[src/rtl/core_pkg.sv]
// Shared types and constants for the multi-cycle RV32I sequencer.
// State encoding, decoder flag indices and trap cause codes.
package core_pkg;

  typedef enum logic [2:0] {
    ST_IDLE,
    ST_FETCH,
    ST_DECODE,
    ST_EXEC,
    ST_RESOLVE,
    ST_WB,
    ST_TRAP
  } state_t;

  localparam int BEQ_BIT  = 27;
  localparam int BNE_BIT  = 28;
  localparam int BLT_BIT  = 29;
  localparam int BGE_BIT  = 30;
  localparam int BLTU_BIT = 31;
  localparam int BGEU_BIT = 32;
  localparam int JAL_BIT  = 33;
  localparam int JALR_BIT = 34;

  localparam logic [1:0] TRAP_NONE     = 2'd0;
  localparam logic [1:0] TRAP_MISALIGN = 2'd1;
  localparam logic [1:0] TRAP_ALU_TO   = 2'd2;

  function automatic logic is_cond_branch(
    input logic [36:0] bus
  );
    return bus[BEQ_BIT]  | bus[BNE_BIT]  |
           bus[BLT_BIT]  | bus[BGE_BIT]  |
           bus[BLTU_BIT] | bus[BGEU_BIT];
  endfunction

endpackage

[src/rtl/core_sequencer_alu_watchdog.sv]
// Counts EXEC cycles spent waiting on the ALU.
// expired fires on the last allowed waiting cycle.
module alu_watchdog #(
  parameter int LIMIT = 16
) (
  input  logic clk,
  input  logic rst_n,
  input  logic clr,
  input  logic en,
  output logic expired
);

  localparam int W = $clog2(LIMIT + 1);
  localparam logic [W-1:0] LAST = W'(LIMIT - 1);

  logic [W-1:0] cnt_q;
  logic [W-1:0] cnt_d;

  always_comb begin
    cnt_d = cnt_q;
    if (clr) begin
      cnt_d = '0;
    end else if (en) begin
      cnt_d = cnt_q + W'(1);
    end
  end

  always_ff @(posedge clk or negedge rst_n) begin
    if (!rst_n) begin
      cnt_q <= '0;
    end else begin
      cnt_q <= cnt_d;
    end
  end

  assign expired = en && (cnt_q == LAST);

endmodule

[src/rtl/core_sequencer.sv]
// Multi-cycle fetch/decode/exec/resolve/writeback sequencer.
// Owns the architectural PC and a sticky trap.
module core_sequencer
  import core_pkg::*;
#(
  parameter logic [31:0] RESET_PC    = 32'h0000_0000,
  parameter int          PC_STEP     = 4,
  parameter int          ALU_TIMEOUT = 16
) (
  input  logic        clk,
  input  logic        rst_n,
  output logic        imem_req,
  output logic [31:0] imem_addr,
  input  logic        imem_ack,
  input  logic [31:0] imem_rdata,
  output logic [31:0] instr,
  input  logic [36:0] instr_bus,
  output logic        rf_read,
  output logic        alu_start,
  input  logic        alu_ready,
  input  logic        rd_valid,
  output logic        branch_eval,
  input  logic        pc_j_valid,
  input  logic [31:0] next_pc,
  output logic        rd_write,
  output logic [31:0] pc,
  output logic        retire,
  input  logic        halt,
  output logic        trap,
  output logic [1:0]  trap_cause
);

  state_t state_q, state_d;
  logic [31:0] pc_q, pc_d;
  logic [31:0] instr_q, instr_d;
  logic [1:0]  cause_q, cause_d;
  logic trap_q, trap_d;
  logic req_q, req_d;
  logic rf_q, rf_d;
  logic start_q, start_d;
  logic beval_q, beval_d;
  logic rdw_q, rdw_d;
  logic ret_q, ret_d;

  logic is_br;
  logic wd_clr;
  logic wd_en;
  logic wd_expired;
  logic unused_bus;

  assign is_br = is_cond_branch(instr_bus);
  assign unused_bus = ^{instr_bus[JAL_BIT],
                        instr_bus[JALR_BIT],
                        instr_bus};

  assign wd_clr = (state_q != ST_EXEC);
  assign wd_en  = (state_q == ST_EXEC) &&
                  !is_br && !alu_ready;

  alu_watchdog #(
    .LIMIT (ALU_TIMEOUT)
  ) u_wd (
    .clk     (clk),
    .rst_n   (rst_n),
    .clr     (wd_clr),
    .en      (wd_en),
    .expired (wd_expired)
  );

  always_comb begin
    state_d = state_q;
    pc_d    = pc_q;
    instr_d = instr_q;
    cause_d = cause_q;
    rdw_d   = 1'b0;
    ret_d   = 1'b0;
    unique case (state_q)
      ST_IDLE: begin
        if (!halt) state_d = ST_FETCH;
      end
      ST_FETCH: begin
        // ack only counts once the request is visible
        if (req_q && imem_ack) begin
          instr_d = imem_rdata;
          state_d = ST_DECODE;
        end
      end
      ST_DECODE: begin
        state_d = ST_EXEC;
      end
      ST_EXEC: begin
        if (is_br || alu_ready) begin
          state_d = ST_RESOLVE;
        end else if (wd_expired) begin
          state_d = ST_TRAP;
          cause_d = TRAP_ALU_TO;
        end
      end
      ST_RESOLVE: begin
        state_d = ST_WB;
      end
      ST_WB: begin
        if (pc_j_valid && (next_pc[1:0] != 2'b00)) begin
          state_d = ST_TRAP;
          cause_d = TRAP_MISALIGN;
        end else begin
          ret_d   = 1'b1;
          rdw_d   = rd_valid && !is_br;
          pc_d    = pc_j_valid ? next_pc
                               : pc_q + 32'(PC_STEP);
          state_d = halt ? ST_IDLE : ST_FETCH;
        end
      end
      ST_TRAP: begin
        state_d = ST_TRAP;
      end
      default: begin
        state_d = ST_TRAP;
      end
    endcase
    req_d   = (state_d == ST_FETCH);
    rf_d    = (state_d == ST_DECODE);
    start_d = (state_q == ST_DECODE) && !is_br;
    beval_d = (state_d == ST_RESOLVE);
    trap_d  = (state_d == ST_TRAP);
  end

  always_ff @(posedge clk or negedge rst_n) begin
    if (!rst_n) begin
      state_q <= ST_FETCH;
      pc_q    <= RESET_PC;
      instr_q <= '0;
      cause_q <= TRAP_NONE;
      trap_q  <= 1'b0;
      req_q   <= 1'b0;
      rf_q    <= 1'b0;
      start_q <= 1'b0;
      beval_q <= 1'b0;
      rdw_q   <= 1'b0;
      ret_q   <= 1'b0;
    end else begin
      state_q <= state_d;
      pc_q    <= pc_d;
      instr_q <= instr_d;
      cause_q <= cause_d;
      trap_q  <= trap_d;
      req_q   <= req_d;
      rf_q    <= rf_d;
      start_q <= start_d;
      beval_q <= beval_d;
      rdw_q   <= rdw_d;
      ret_q   <= ret_d;
    end
  end

  assign imem_req    = req_q;
  assign imem_addr   = pc_q;
  assign instr       = instr_q;
  assign rf_read     = rf_q;
  assign alu_start   = start_q;
  assign branch_eval = beval_q;
  assign rd_write    = rdw_q;
  assign pc          = pc_q;
  assign retire      = ret_q;
  assign trap        = trap_q;
  assign trap_cause  = cause_q;

endmodule

[config.mk]
export PLATFORM = sky130hd
export DESIGN_NAME = core_sequencer
export DESIGN_NICKNAME = d
export VERILOG_FILES = /design/src/rtl/core_pkg.sv /design/src/rtl/core_sequencer_alu_watchdog.sv /design/src/rtl/core_sequencer.sv
export SDC_FILE = /design/constraint.sdc
export NUM_CORES = 1
export LEC_CHECK = 0
export ABC_AREA = 1
export CORE_MARGIN = 8
export CORE_UTILIZATION = 35
export CTS_CLUSTER_SIZE = 16
export DETAILED_ROUTE_END_ITERATION = 16
export PLACE_DENSITY = 0.69
export RECOVER_POWER = 25
export REMOVE_ABC_BUFFERS = 1
export SLEW_MARGIN = 5
export SYNTH_ARGS = -nofsm -noshare
export SYNTH_HDL_FRONTEND = slang
export SYNTH_HIERARCHICAL = 1
export SYNTH_SLANG_ARGS = --single-unit
[constraint.sdc]
create_clock -name clk -period 2.4 [get_ports clk]
set_input_delay 0.48 -clock clk [delete_from_list [all_inputs] [get_ports clk]]
set_output_delay 0.48 -clock clk [all_outputs]
set_load 0.01 [all_outputs]
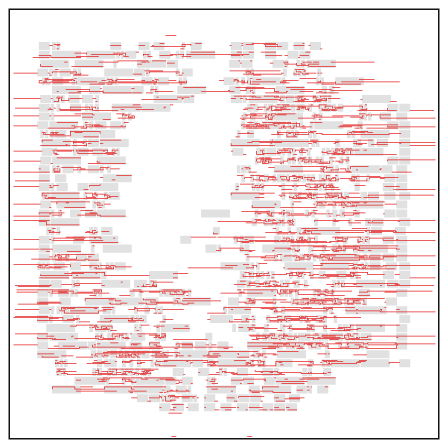
Fig. 1. Met1 routing (run 1).
Cells faint in the background.
The layer carries 5870 microns of wire. The longest straight run is 43.2 microns. The wires run mostly horizontal. The layer holds 43% of the routed length.
global routing usage on met1: 0.1809
final routed wirelength across all metal layers: 13760 microns
vias after detailed routing: 4484

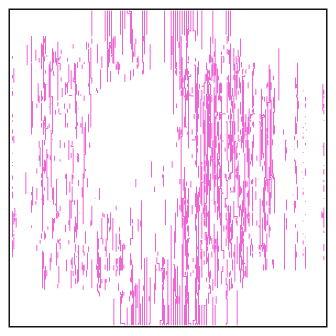
Fig. 2. The metal 2 layer (run 1).
670 nets have wire on it. The layer holds 46% of the routed length. The layer carries 6390 microns of wire. The longest straight run is 43.4 microns. The wires run mostly vertical.
GR met2 Demand/Resource: 0.2634

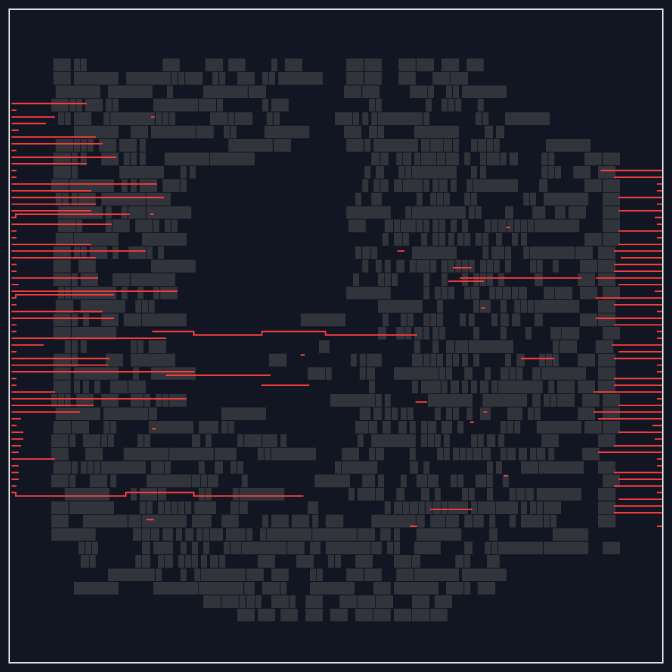
Fig. 3. The metal 3 layer (run 1).
Cells faint in the background.
The longest straight run is 36.8 microns. 120 nets have wire on it. The layer holds 8.7% of the routed length. The layer carries 1200 microns of wire.
met3 capacity usage during global routing: 0.06479

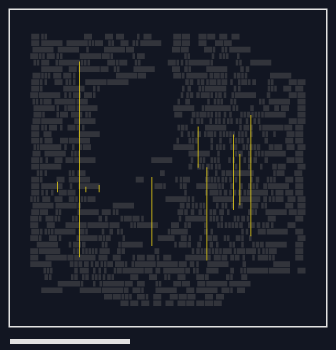
Fig. 4. The metal 4 layer (run 1).
The bar under the picture is 50 microns long. Cells faint in the background.
The layer holds 2.0% of the routed length. The longest straight run is 81.6 microns. The layer carries 277 microns of wire. 7 nets have wire on it.

==> notes.md, run 1 <==
On the backend side, the flow ran end to end.

The largest net degree at the start of global routing stands at 53. The flip-flop and latch count after synthesis stands at ~81. In the final routed layout, each cell accounts on average for between 10 and 15 microns.

Of the available clock period, the critical path in the final layout requires 0.8007. The netlist area before placement stands at 4723 sq um. Summed over all routing layers, the global router reports a total usage of 0.1596. The amount of wire on met3 after detailed routing stands at 1202 microns. The cell-mix breakdown from Yosys lists the simple-gate area share as 0.3775. Once the clock tree was built, the resizer swapped 0 gates to a different size. Per the synthesis report, the AND-OR/OR-AND share of the synthesized area is 0.06013. For reference, the top cells by count after synthesis are 258 x sky130_fd_sc_hd__nand2_1, 85 x sky130_fd_sc_hd__nor2_1, 80 x sky130_fd_sc_hd__dfrtp_1. STA lists the startpoint of the worst hold path as instr[2].

The portion of the post-synthesis area used by sequential elements stands at 0.4294. Compared with the post-synthesis result, the final layout area differs by 43.97%. The share of cell area taken by muxes after synthesis stands at 0.

STA classifies the critical path startpoint as a flop. According to the floorplan log, the row count is between 40 and 50. The maximum number of buffers from clock root to sink stands at 2.

For this block, wires on met1 add up to around 6000 microns. The flow ran to the end, but the final reports show violations. The script parses the final routing iteration and logs DRC violations as 0. For the final database, setup skew stands at 3.179 ps. After synthesis, the largest family of logic cells by area is simple AND/OR/NAND/NOR gates.

From left edge to right edge, the die measures 132.2 microns. The worst-case max-slew headroom was logged as -0.1162. In the floorplan report the effective utilization is 0.3581. The total grt overflow stands at 0.

For this design, Yosys synthesis ends with a cell count of 665. The highest clock rate stands at 520.4 MHz. The power per cell area stands at 505.1 nW/um^2. Along the critical path, the tally of buffer and inverter instances is 1. The biggest area contributor in the post-synthesis netlist is sky130_fd_sc_hd__dfrtp_1. The area recorded from the Yosys report for this design is 4723 sq um.

The worst setup path is captured at an output port. The final antenna diode count stands at 0. The capture point of the worst register-to-register path is recorded as imem_addr[12]. The post-placement cell count stands at 981. The critical path in this run is classified as reg -> out. The design draws 3435 uW.

For this run, the final setup violation count is recorded as 0. The I/O pin total stands at roughly 210. In the final report, the number of hold violations comes to 0. The total number of yosys warnings stands at 6. The synthesized area per cell stands at 7.103 sq um. The transition time recorded at the tightest slew-check pin is 1674 ps. The clock slew seen by the registers of the worst setup and hold paths stands at 60 ps. The H-tree generated during clock tree synthesis spans 3 levels. The setup check on the worst reg-to-reg path leaves a slack of 610 ps. The largest individual stage delay along the critical path comes from the cell sky130_fd_sc_hd__clkdlybuf4s50_1. Of the total synthesized cell area, the portion taken by full adders, half adders and majority gates is 0.007947. According to the floorplan report, the die height is 132.2 microns. Max-slew check failures listed in the final report amount to 29. Max fanout on the critical path was recorded as 8. The signal on the critical path passes through clkdlybuf4s50_1. The first global-routing pass estimated around 23000 microns of wire. The critical path ends at pc[4]. The count of cells along the worst register-to-register path stands at 9. According to the finish report, the design has a final net count of ~900. Before antenna repair, the detailed router went through 4 iterations. Yosys mapped a number of flops with a built-in enable equal to 0. The average vias per placed instance stands at 4.497.

The number of buffers inserted during clock tree synthesis stands at 9. After routing, the total negative slack on setup checks comes to 0 ps. The number of clock sinks came to about 80.

The xor/xnor cell area share of the yosys netlist stands at 0.005563. The cell count after synthesis stands at 665. The fraction of final layout cells with drive strength greater than 1 stands at 0.07795. The total of buffers placed on input and output ports stands at roughly 180. The initial antenna violation count came to 2. In the post-synthesis netlist, the cell with the most instances is sky130_fd_sc_hd__nand2_1.

The tally of filler cells in the layout stands at between 1000 and 1500. The launch point of the worst register-to-register path is recorded as imem_addr[2]. According to the timing report, the critical path is launched from imem_addr[4]. Setup repair after global routing left no endpoint under its margin. In this run the top signal layer used is met5.

In this run the VDD rail shows a maximum IR drop of approximately 0.34 mV. TritonCTS built the clock tree. The maximum cell stage delay along the critical path stands at 600 ps. The cell leakage power stands at between 0.003 and 0.004 uW. For the worst-skew pair, the clock arrives at the later sink with an insertion delay of 340 ps. The tally of OpenROAD warnings stands at 56. The number of max-cap violations stands at 1. The wire-length estimate of the detail-placed layout is 10500 microns. The number of global-route vias before repair is approximately 4600. The required arrival time at the worst endpoint stands at 1920 ps. The number of nets still failing antenna checks after routing stands at 0. Counting flops with an async set or reset pin after synthesis yields a share of 1.000.

The floorplan step defined a die boundary enclosing about 17000 sq um. The worst hold slack across all endpoints stands at approximately 480 ps. The finished layout holds 997 standard cells, fillers aside. The number of distinct library cells after synthesis stands at 35. Looking at the cell usage after synthesis, the top flip-flop cell is sky130_fd_sc_hd__dfrtp_1. The final reports fail on max-capacitance violations, max-slew violations.

The root buffer cell chosen for the clock tree is sky130_fd_sc_hd__clkbuf_16. The hold buffer count at CTS stands at 0. For reference, the top cells by area after synthesis are sky130_fd_sc_hd__dfrtp_1 42%, sky130_fd_sc_hd__nand2_1 21%, sky130_fd_sc_hd__nor2_1 6.8%. For the finished layout, the period the worst path requires is 1922 ps. The kind of cell with the highest combined delay along the critical path is buffers and inverters. The placer congestion estimate stands at ~0.86. The top cell type's share of synthesized area stands at 0.4238. The total number of cells along the worst setup path stands at 1.

The critical path data arrival time stands at 1440 ps. Post-CTS timing repair inserted 0 buffers for setup. The path class of the tightest hold or removal check is reg -> reg. Detailed-route iteration 0 reported a violation count of between 200 and 250.

The detailed route wirelength on metal2 stands at 6391 microns. The floorplan core area stands at 13190 sq um.
-- run 1: report_power, final --
group | internal [uW] | total, uW | switching (uW)
clock network | 833 | 1400 | 568
registers | 1410 | 1490 | 78.8
logic | 315 | 547 | 232
total | 2560 | 3430 | 879
-- run 1: cells in the final DEF, fill, tap and decap left out, types with 2 or more instances in the layout --
cell type,count
sky130_fd_sc_hd__nand3_1,37
sky130_fd_sc_hd__inv_2,9
sky130_fd_sc_hd__dfrtp_1,80
sky130_fd_sc_hd__o21ai_0,21
sky130_fd_sc_hd__inv_1,48
sky130_fd_sc_hd__clkbuf_16,9
sky130_fd_sc_hd__clkbuf_1,2
sky130_fd_sc_hd__nor2_1,85
sky130_fd_sc_hd__or2_2,6
sky130_fd_sc_hd__nor4_1,2
sky130_fd_sc_hd__clkdlybuf4s50_1,180
sky130_fd_sc_hd__nand3_2,4
sky130_fd_sc_hd__buf_4,6
sky130_fd_sc_hd__nor3_1,6
sky130_fd_sc_hd__nand3b_1,3
sky130_fd_sc_hd__nand2_2,2
sky130_fd_sc_hd__nand2_1,258
sky130_fd_sc_hd__o211ai_1,2
sky130_fd_sc_hd__nor2_2,7
sky130_fd_sc_hd__clkinv_2,3
sky130_fd_sc_hd__o21bai_1,2
sky130_fd_sc_hd__a21oi_2,2
sky130_fd_sc_hd__nand4_1,3
sky130_fd_sc_hd__a21oi_1,10
sky130_fd_sc_hd__xor2_1,3
sky130_fd_sc_hd__ha_1,3
sky130_fd_sc_hd__nor2_4,6
sky130_fd_sc_hd__buf_12,3
sky130_fd_sc_hd__o21ai_1,8
-- run 1: sequential cells by signal, summed over array words and instances (netlist names) --
name and count:
u_wd/cnt_q 5, trap 1, rf_read 1, trap_cause 2, retire 1, branch_eval 1, imem_addr 32, alu_start 1
imem_req 1, state_q 3, rd_write 1, instr 32
-- run 1: area by class of cell --
cell class,count,area [sq um],area share
clock buffers,11,242.7,0.03569
well taps,176,220.2,0.03238
multi-input cells,477,2131,0.3133
clock inverters,5,53.80,0.007912
inverters,57,214.0,0.03146
flip-flops and latches,81,2028,0.2983
repair buffers,190,1911,0.2810
-- run 1: worst min-delay path, cell delays in order, from the launching register on --
cell and delay (ps):
sky130_fd_sc_hd__dfrtp_1 340, sky130_fd_sc_hd__nand2_1 50, sky130_fd_sc_hd__nand2_1 50
-- run 1: per-layer routing --
layer  up-vias  GRT usage
met5         -          0
met4         4    0.06183
met3        22    0.06479
met2       136     0.2634
met1      1993     0.1809
li1       2329          -
-- run 1: how the worst min path moves through the flow --
stage | end | slack, ps | depth (start not counted)
floorplan | alu_start | 180 | 0
global placement | imem_addr[4] | 430 | 1
detailed placement | imem_addr[4] | 440 | 1
CTS | imem_addr[10] | 70 | 1
global route | trap_cause[0] | 500 | 2
finish | instr[2] | 480 | 2
-- run 1: stage by stage --
step / setup WS (ps) / area (sq um) / utilization
floorplan: 255.4 / 4373 / -
global placement: 234.7 / 6507 / 0.4934
detailed placement: 211.8 / 6507 / 0.4934
CTS: 464.8 / 6804 / 0.5158
global route: 415.2 / 6800 / 0.5156
finish: 478.3 / 6800 / 0.5156
==> run 1 -> run 2 <==
--- a/config.mk
+++ b/config.mk
@@ -10,7 +10,7 @@
 export CORE_UTILIZATION = 35
 export CTS_CLUSTER_SIZE = 16
 export DETAILED_ROUTE_END_ITERATION = 16
-export PLACE_DENSITY = 0.69
+export PLACE_DENSITY = 0.72
 export RECOVER_POWER = 25
 export REMOVE_ABC_BUFFERS = 1
 export SLEW_MARGIN = 5
==> constraint.sdc (replaced) <==
create_clock -name clk -period 1.7 [get_ports clk]
set_input_delay 0.34 -clock clk [delete_from_list [all_inputs] [get_ports clk]]
set_output_delay 0.34 -clock clk [all_outputs]
set_load 0.01 [all_outputs]
==> run 2 against run 1 <==
- the run now ends clean
- register-to-register slack worse by 580 ps
- hold slack improved by 0.79 ps
- sequential power rose by about 40%
- clock skew grew 4.0 ps
- first-iteration DRC count rose by 3.2%
- total power grew 46%
- combinational power is 58% higher
- critical path depth unchanged
- count of clock-buffer cells in the layout unchanged
- clock power increased by 47%
- flip-flop count unchanged
- critical path type unchanged
==> notes.md, run 2 <==
On the backend side, the flow ran end to end.

In this run the maximum-capacitance check reported violations numbering 0. The netlist area before placement stands at 4723 sq um. Per the skew report, the later register of the worst-skew pair sees a clock latency of 350 ps. The DRC violation total left in the routed layout is recorded as 0. The share of total power consumed by net switching stands at 0.2587. The floorplan core area stands at roughly 13000 sq um.

STA classifies the critical path endpoint as an output port. The run finished with clean final reports. The transition time at the pin with the least slew margin stands at 830.9 ps. The initial antenna violation count stands at 0. Checking hold timing, the worst path is listed with class reg -> reg. The critical path buffer and inverter count stands at 1.

The final-report hold violation count stands at 0. The worst setup path is launched from a flop. Of all nets on the critical path, the largest fanout is 6.

For this design the ratio of total power to cell area is between 600 and 700 nW/um^2. The Yosys chip area stands at 4723 sq um. The total global-route track usage stands at 0.1650. Summed over all nets, the switching power comes to 1293 uW. The sequential share of power stands at 0.416. In this run the clock root is driven by a sky130_fd_sc_hd__clkbuf_16. The number of distinct library cells after synthesis stands at 35. Per the OpenROAD floorplan log, the width of the die is about 130 microns. Per the final layout report, the fraction of cells sized above drive strength 1 comes to 0.1538. The total of buffers placed on input and output ports stands at 181. Setup repair after global routing could not meet its margin everywhere. TritonCTS built the clock tree.

The leakage component of the power was reported as approximately 0.0036 uW. By area the synthesized netlist is led by sky130_fd_sc_hd__dfrtp_1 42%, sky130_fd_sc_hd__nand2_1 21%, sky130_fd_sc_hd__nor2_1 6.8%. After legalization and detailed placement, the total HPWL measured roughly 11000 microns. The end-of-flow core utilization stands at 0.5499. The non-filler instance count after layout stands at approximately 1000. The share of total power dissipated in combinational logic is 0.172.

Once placement completed, the tool counted placed cells totaling slightly above 1000. The area overhead of the layout relative to synthesis stands at 53.56%. Sorting the synthesized cells by how often they occur yields 258 x sky130_fd_sc_hd__nand2_1, 85 x sky130_fd_sc_hd__nor2_1, 80 x sky130_fd_sc_hd__dfrtp_1. STA puts the critical path data arrival time at 1340 ps. The count of cells along the worst register-to-register path stands at 11. Per the gpl log, the routability congestion estimate is roughly 0.91. The standard-cell row count stands at 42. The worst hold path passes through 2 cells.

The total grt overflow stands at 0. The average vias per placed instance stands at between 4 and 5. The number of nets in the finished design stands at 971. The worst hold slack across all endpoints stands at 478.1 ps.

The average wire per standard cell stands at ~14 microns. The highest clock rate this design can be run at is just under 600 MHz. The largest net degree at the start of global routing stands at 39. Summing over the stages, the warning tally comes to ~57.

The smallest clock period supported by the final layout is computed as 1678 ps. The number of global-route vias before repair is 4756. Per Yosys stat, the portion of area used by sequential elements is 0.4294. According to the CTS report, the clock sink count is 81. The total power stands at 5000 uW. For reference, the clock transition at the flip-flops on the worst setup and hold paths is approximately 60 ps. The library cell used most frequently in the layout, excluding fill and tap cells, is sky130_fd_sc_hd__nand2_1. The cell family contributing the most delay on the critical path is buffers and inverters.

Per the layout report, the design carries 1250 filler cells. The detail route stage leaves a number of antenna-violating nets equal to 0. The total number of cells along the worst setup path stands at 1. The CTS report gives the tree buffer count as 9. The final number of max-transition violations stands at 0. Synthesis inferred 81 register bits. The required arrival time at the worst endpoint stands at between 1000 and 1500 ps. In the layout the commonest cells are 258 x sky130_fd_sc_hd__nand2_1, 153 x sky130_fd_sc_hd__clkdlybuf4s50_1, 83 x sky130_fd_sc_hd__nor2_1. The slowest stage of the critical path is the sky130_fd_sc_hd__clkdlybuf4s50_1 cell. The first TritonRoute pass finished after 5 iterations. In this design, the stage delay of the slowest critical-path cell is approximately 560 ps.

The top cell type's share of synthesized area stands at 0.4238. According to the I/O placement log, the pin count is 213. The cell count after synthesis came out at between 600 and 700. The global-route wire length before repair stands at around 24000 microns. The die covers around 17000 sq um. Yosys mapped a number of flops with a built-in enable equal to 0. The proportion of register bits with asynchronous set or reset after synthesis stands at 1.000. In this run the tightest slew margin relative to its limit is 0.4461.

The total number of yosys warnings stands at 6. Post-route period utilization is reported as 0.9873. 0 antenna diodes ended up in the layout.

The synthesized area per cell stands at 7.103 sq um. The number of setup violations in the final report stands at 0. Per the OpenROAD floorplan log, the height of the die is 132.2 microns. The setup clock skew after layout stands at between 7 and 8 ps. Cell internal power was estimated by the tool at 3707 uW. The maximum ir drop on the vdd rail stands at 0.4406 mV.

The post-synthesis cell count from yosys stands at approximately 670. sky130_fd_sc_hd__dfrtp_1 takes more of the synthesized area than any other cell. The deepest level of the CTS H-tree stands at 3. The maximum number of buffers from clock root to sink stands at 2. Walking the worst path, the cells encountered are clkdlybuf4s50_1. The final layout reports a setup TNS of 0 ps. In the synthesized netlist the dominant register cell turns out to be sky130_fd_sc_hd__dfrtp_1.

For this configuration, the core starts out at a cell density of 0.3581. The setup path with the least slack is of type reg -> out. The clock share of power stands at 0.411. Sorting the synthesis cell report by count puts at the top sky130_fd_sc_hd__nand2_1. The initial DRC count stands at ~260.
[run 2: cell counts after synthesis]
No cell type changed its count.
[run 2: power groups by stage]
stage / clock, uW / combinational, uW / sequential (uW)
3_5_place_dp: 0 / 842 / 2120
6_report: 2060 / 862 / 2080
5_1_grt: 2170 / 942 / 2090
2_1_floorplan: 0 / 201 / 2160
3_3_place_gp: 0 / 833 / 2120
4_1_cts: 2100 / 868 / 2090
[run 2: what timing repair did]
action	4_1_cts	5_1_grt
buffers inserted	9	6
gates resized	30	21
pin swaps	0	1
hold buffers	1	0
gates cloned	0	0
hold endpoints to repair	28	0
endpoints found under the setup margin	57	38
[run 2: final cells by class]
class                      count  area (sq um)  share of cell area
tap                          176         220.2             0.03036
sequential                    81          2054              0.2832
clock buffer                  11         252.7             0.03485
inverter                      57         214.0             0.02950
timing repair buffer         234          2307              0.3181
multi-input combinational    477          2141              0.2952
clock inverter                 5         63.81            0.008798
[run 2: cells by family after synthesis]
logic type / synth area share
simple gates: 0.3775
buf+inv: 0.1195
flops: 0.4294
compound gates: 0.06013
xor+xnor: 0.005564
fa+ha+maj: 0.007948
[run 2: path summary, 6_finish.rpt]
kind / to / startpoint / slack (ps)
setup / recovery: imem_addr[24] / imem_addr[24] / 20
hold / removal: instr[16] / instr[16] / 480
setup reg to reg: trap_cause[1] / state_q[0] / 30
hold reg to reg: instr[16] / instr[16] / 480
max in group asynchronous: imem_addr[28] / rst_n / 230
min in group asynchronous: imem_addr[3] / rst_n / 630
[run 2: metrics by stage]
step                      area (sq um)  worst slack (ps)
final                             7253             21.64
after global routing              7253            -59.18
after CTS                         7159             4.648
after detailed placement          6755            -222.2
after global placement            6755            -220.3
after floorplan                   4373            -304.6
[run 2: metal layers]
metal | wire length, microns | up-vias | global-route usage
li1 | - | 2429 | -
met1 | 5925 | 2157 | 0.1893
met2 | 6975 | 150 | 0.2762
met3 | 1191 | 20 | 0.05869
met4 | 288 | 0 | 0.06309
met5 | 0 | - | 0
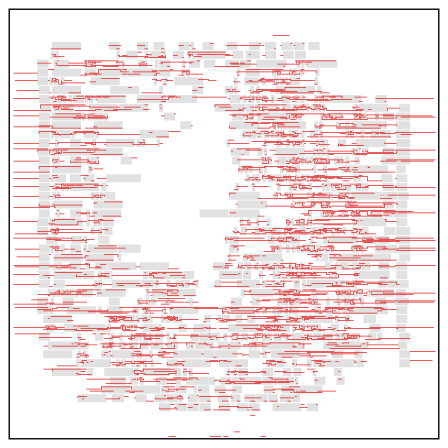
Fig. 5. Met1 routing (run 2).
Cells faint in the background.
final routed wirelength across all metal layers: 14380 microns
global routing usage on met1: 0.1893
vias after detailed routing: 4756

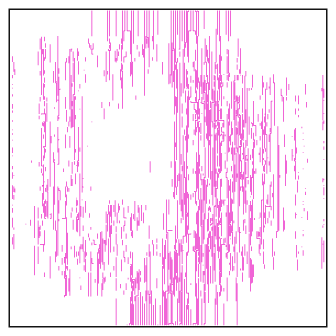
Fig. 6. The metal 2 layer (run 2).
736 nets have wire on it. The longest straight run is 59.2 microns. The layer holds 49% of the routed length. The wires run mostly vertical. The layer carries 6980 microns of wire.
GR met2 Demand/Resource: 0.2762

==> run 2 -> run 3 <==
--- a/config.mk
+++ b/config.mk
@@ -10,6 +10,7 @@
 export CORE_UTILIZATION = 35
 export CTS_CLUSTER_SIZE = 16
 export DETAILED_ROUTE_END_ITERATION = 16
+export GPL_TIMING_DRIVEN = 0
 export PLACE_DENSITY = 0.72
 export RECOVER_POWER = 25
 export REMOVE_ABC_BUFFERS = 1
==> run 3 against run 2 <==
- routed wire length increased by 4.9%
- total power rose by 5.3%
- area after synthesis stayed put
- clock power up 14%
- first-iteration DRC count fell by 2.7%
- final area down 0.33%
- clock skew shrank 1.4 ps
- synthesized cell count stayed put
- via count down 0.29%
- register-to-register slack better by 20 ps
- critical endpoint is now imem_addr[21]
- highest routed layer is now met5
==> notes.md, run 3 <==
On the backend side, the flow ran end to end.

The run finished with clean final reports. The report lists the cells along the critical path as clkdlybuf4s50_1. The area taken by flip-flops and latches stands at 2063 sq um.

The die width stands at 132.2 microns. The number of buffers inserted during clock tree synthesis stands at 9. The final worst-path setup slack stands at 29.23 ps. The leakage power in the latest report is 0.003504 uW. Per the log, the first TritonRoute iteration ended with a DRC count of 249. The number of global-route vias before repair stands at about 4600. 213 I/O pins were placed. The share of total power dissipated in combinational logic is 0.156. In this design, the stage delay of the slowest critical-path cell is 570 ps. The Yosys chip area stands at 4723 sq um.

The die covers 17470 sq um. Counting only logic cells after layout, the most numerous master is sky130_fd_sc_hd__nand2_1. Looking at area per cell type in the netlist, the leader is sky130_fd_sc_hd__dfrtp_1. The most used flip-flop cell after synthesis is sky130_fd_sc_hd__dfrtp_1. Checking max transition, the worst relative margin is 0.6187. The top cell type's share of synthesized area stands at 0.4238. The clock period minus final worst setup slack stands at 1671 ps. For this run, the detailed router's first-pass iteration total came to 5. The most common logic cells in the final layout are 255 x sky130_fd_sc_hd__nand2_1, 156 x sky130_fd_sc_hd__clkdlybuf4s50_1, 77 x sky130_fd_sc_hd__nor2_1. The worst setup path is of the reg -> out kind. The number of cells on the worst hold path is listed as 3. The latest clock arrival within the worst-skew pair stands at between 300 and 400 ps. The most common cell in the synthesized netlist is sky130_fd_sc_hd__nand2_1. Of the total power, the clock network draws 0.444. The power report attributes to the sequential group a share of 0.399.

The critical path maximum fanout is 6. The cell sitting at the root of the clock tree is a sky130_fd_sc_hd__clkbuf_16. The cell count after synthesis stands at 665.

The placement summary gives the final routability congestion estimate as 0.8501. The worst register-to-register path ends at trap. The transition time recorded at the tightest slew-check pin is between 500 and 600 ps. STA classifies the critical path startpoint as a flop.

The clock slew seen by the registers of the worst setup and hold paths stands at roughly 60 ps. Max-slew check failures listed in the final report amount to 0. The critical path data arrival time stands at 1330 ps. The maximum number of buffers from clock root to sink stands at 2. The worst setup path is captured at an output port. In the synthesized netlist the async set-or-reset flop fraction comes to 1.000. The total number of yosys warnings stands at 6. The total power stands at 5267 uW. The count of cells along the worst register-to-register path stands at 10. The detailed placement HPWL stands at 10240 microns. The placed standard-cell area stands at 6430 sq um. In this run, synthesis produced a sequential element count of 81.

Per the final layout report, the fraction of cells sized above drive strength 1 comes to 0.1502. The total of buffers placed on input and output ports stands at around 180. Across all register-to-register paths, the minimum setup slack is ~50 ps. The highest clock rate stands at 598.5 MHz.

Per the run report, area growth between synthesis and finish was 53.06%. Yosys attributes the largest share of cell area to sky130_fd_sc_hd__dfrtp_1 42%, sky130_fd_sc_hd__nand2_1 21%, sky130_fd_sc_hd__nor2_1 6.8%. The number of nets still failing antenna checks after routing stands at 0. Per the layout report, the design carries 1212 filler cells. Post-route period utilization is reported as 0.9828. The average vias per placed instance stands at roughly 4.7. For this run, design rule violations remaining after detail routing come to 0. Cell internal power was estimated by the tool at 3978 uW. The initial utilization of the core area, before any placement, comes to 0.3581. The clock sink count stands at 81. The standard-cell row count stands at 42. The stage logs contain a warning count of around 57. Counting endpoints that fail hold in the final report gives 0. The number of different library cells used by synthesis comes to 35. The required arrival time at the worst endpoint stands at 1360 ps. Looking at hold timing, the worst path starts from pc_j_valid. The switching component of the power was reported as approximately 1300 uW. TritonCTS built the clock tree. The initial antenna violation count stands at 1. The largest individual stage delay along the critical path comes from the cell sky130_fd_sc_hd__clkdlybuf4s50_1. The setup slack after placement stands at -2137 ps. The number of setup violations in the final report stands at 0. Measured along the y axis, the die boundary spans 132.2 microns. The total area inside the core boundary comes to 13190 sq um. The finished cells cover approximately 7200 sq um. In this design, the largest share of critical-path delay is due to buffers and inverters.

The post-synth tally of flip-flops with integrated enable stands at 0. The deepest level of the CTS H-tree stands at 3. Yosys stat counts 665 cells in the synthesized netlist. The largest net degree at the start of global routing stands at 64. STA shows the worst min-delay path finishing at imem_addr[3]. The end-of-flow core utilization stands at 0.5481. Ranked by instance count, the synthesized netlist is headed by 258 x sky130_fd_sc_hd__nand2_1, 85 x sky130_fd_sc_hd__nor2_1, 80 x sky130_fd_sc_hd__dfrtp_1.

The critical path buffer and inverter count stands at 1. Setup repair after global routing could not meet its margin everywhere. Looking at the reg2reg group, the worst path starts from state_q[0].
[run 3: area by class of cell]
class | count | share of cell area
multi-input combinational | 479 | 0.3134
clock inverter | 4 | 0.01367
timing repair buffer | 206 | 0.2889
inverter | 57 | 0.03271
tap | 176 | 0.03046
sequential | 81 | 0.2854
clock buffer | 12 | 0.03548
[run 3: metal layers]
| metal | wire length [microns] | up-vias | GRT usage |
|---|---|---|---|
| li1 | - | 2385 | - |
| met1 | 6085 | 2158 | 0.1887 |
| met2 | 7225 | 169 | 0.2827 |
| met3 | 1396 | 28 | 0.06898 |
| met4 | 363 | 2 | 0.06057 |
| met5 | 16 | - | 0 |
[run 3: worst max path at each step]
| stage | to | slack, ps | depth (start not counted) |
|---|---|---|---|
| 3_3_place_gp | instr[1] | -2860 | 1 |
| 4_1_cts | imem_addr[29] | 0.5 | 1 |
| 2_1_floorplan | imem_addr[21] | -300 | 8 |
| 3_5_place_dp | imem_addr[21] | -2140 | 9 |
| 5_1_grt | trap | -50 | 10 |
| 6_report | imem_addr[21] | 30 | 1 |
[run 3: kinds of logic after synthesis]
family,count (synthesis),share of synthesized area
DFF,81,0.4294
and+or+nand+nor,422,0.3775
buffers and inverters,107,0.1195
adders and majority gates,3,0.007948
AOI/OAI and AO/OA,49,0.06013
xor gates and xnor gates,3,0.005564
[run 3: repair_timing]
| action | 4_1_cts | 5_1_grt |
|---|---|---|
| resized | 44 | 52 |
| hold endpoints to repair | 17 | 0 |
| setup buffers | 12 | 11 |
| cloned | 2 | 0 |
| endpoints found under the setup margin | 130 | 66 |
| hold buffers | 1 | 0 |
| pin swaps | 4 | 12 |
[run 3: metrics by stage]
stage	cells	setup TNS [ps]	hold slack, ps
6_report	1015	0	415.2
5_1_grt	1015	-112.3	409.2
4_1_cts	1004	0	402.2
3_5_place_dp	973	-99560	246.8
3_3_place_gp	972	-330740	454.7
2_1_floorplan	615	-6765	44.41
[run 3: power groups by stage]
stage                     clock network [uW]  logic [uW]  registers [uW]
after floorplan                            0         201            2160
after global placement                     0         761            2130
after detailed placement                   0         776            2130
after CTS                               2390         812            2100
after global routing                    2470         899            2110
final                                   2340         823            2100
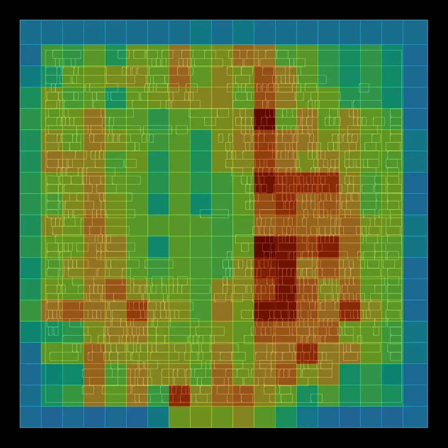
Fig. 7. Congestion heat map (run 3).
GR met2 Demand/Resource: 0.2827
global routing usage on met1: 0.1887
Routed WL per cell: 14.86 microns
GRT Util Overall: 0.1685

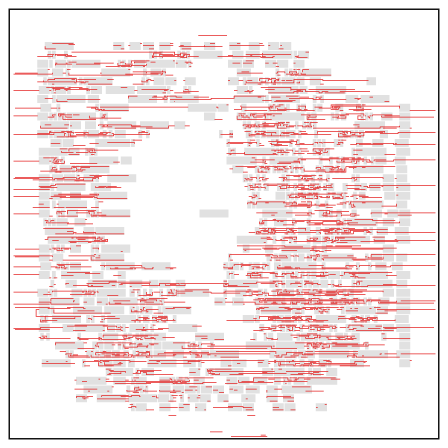
Fig. 8. Met1 routing (run 3).
Cells faint in the background.
The wires run mostly horizontal. The longest straight run is 36.3 microns.
vias after detailed routing: 4742
final routed wirelength across all metal layers: 15090 microns

No activity file was given, so power comes from the tool's default toggle rates.
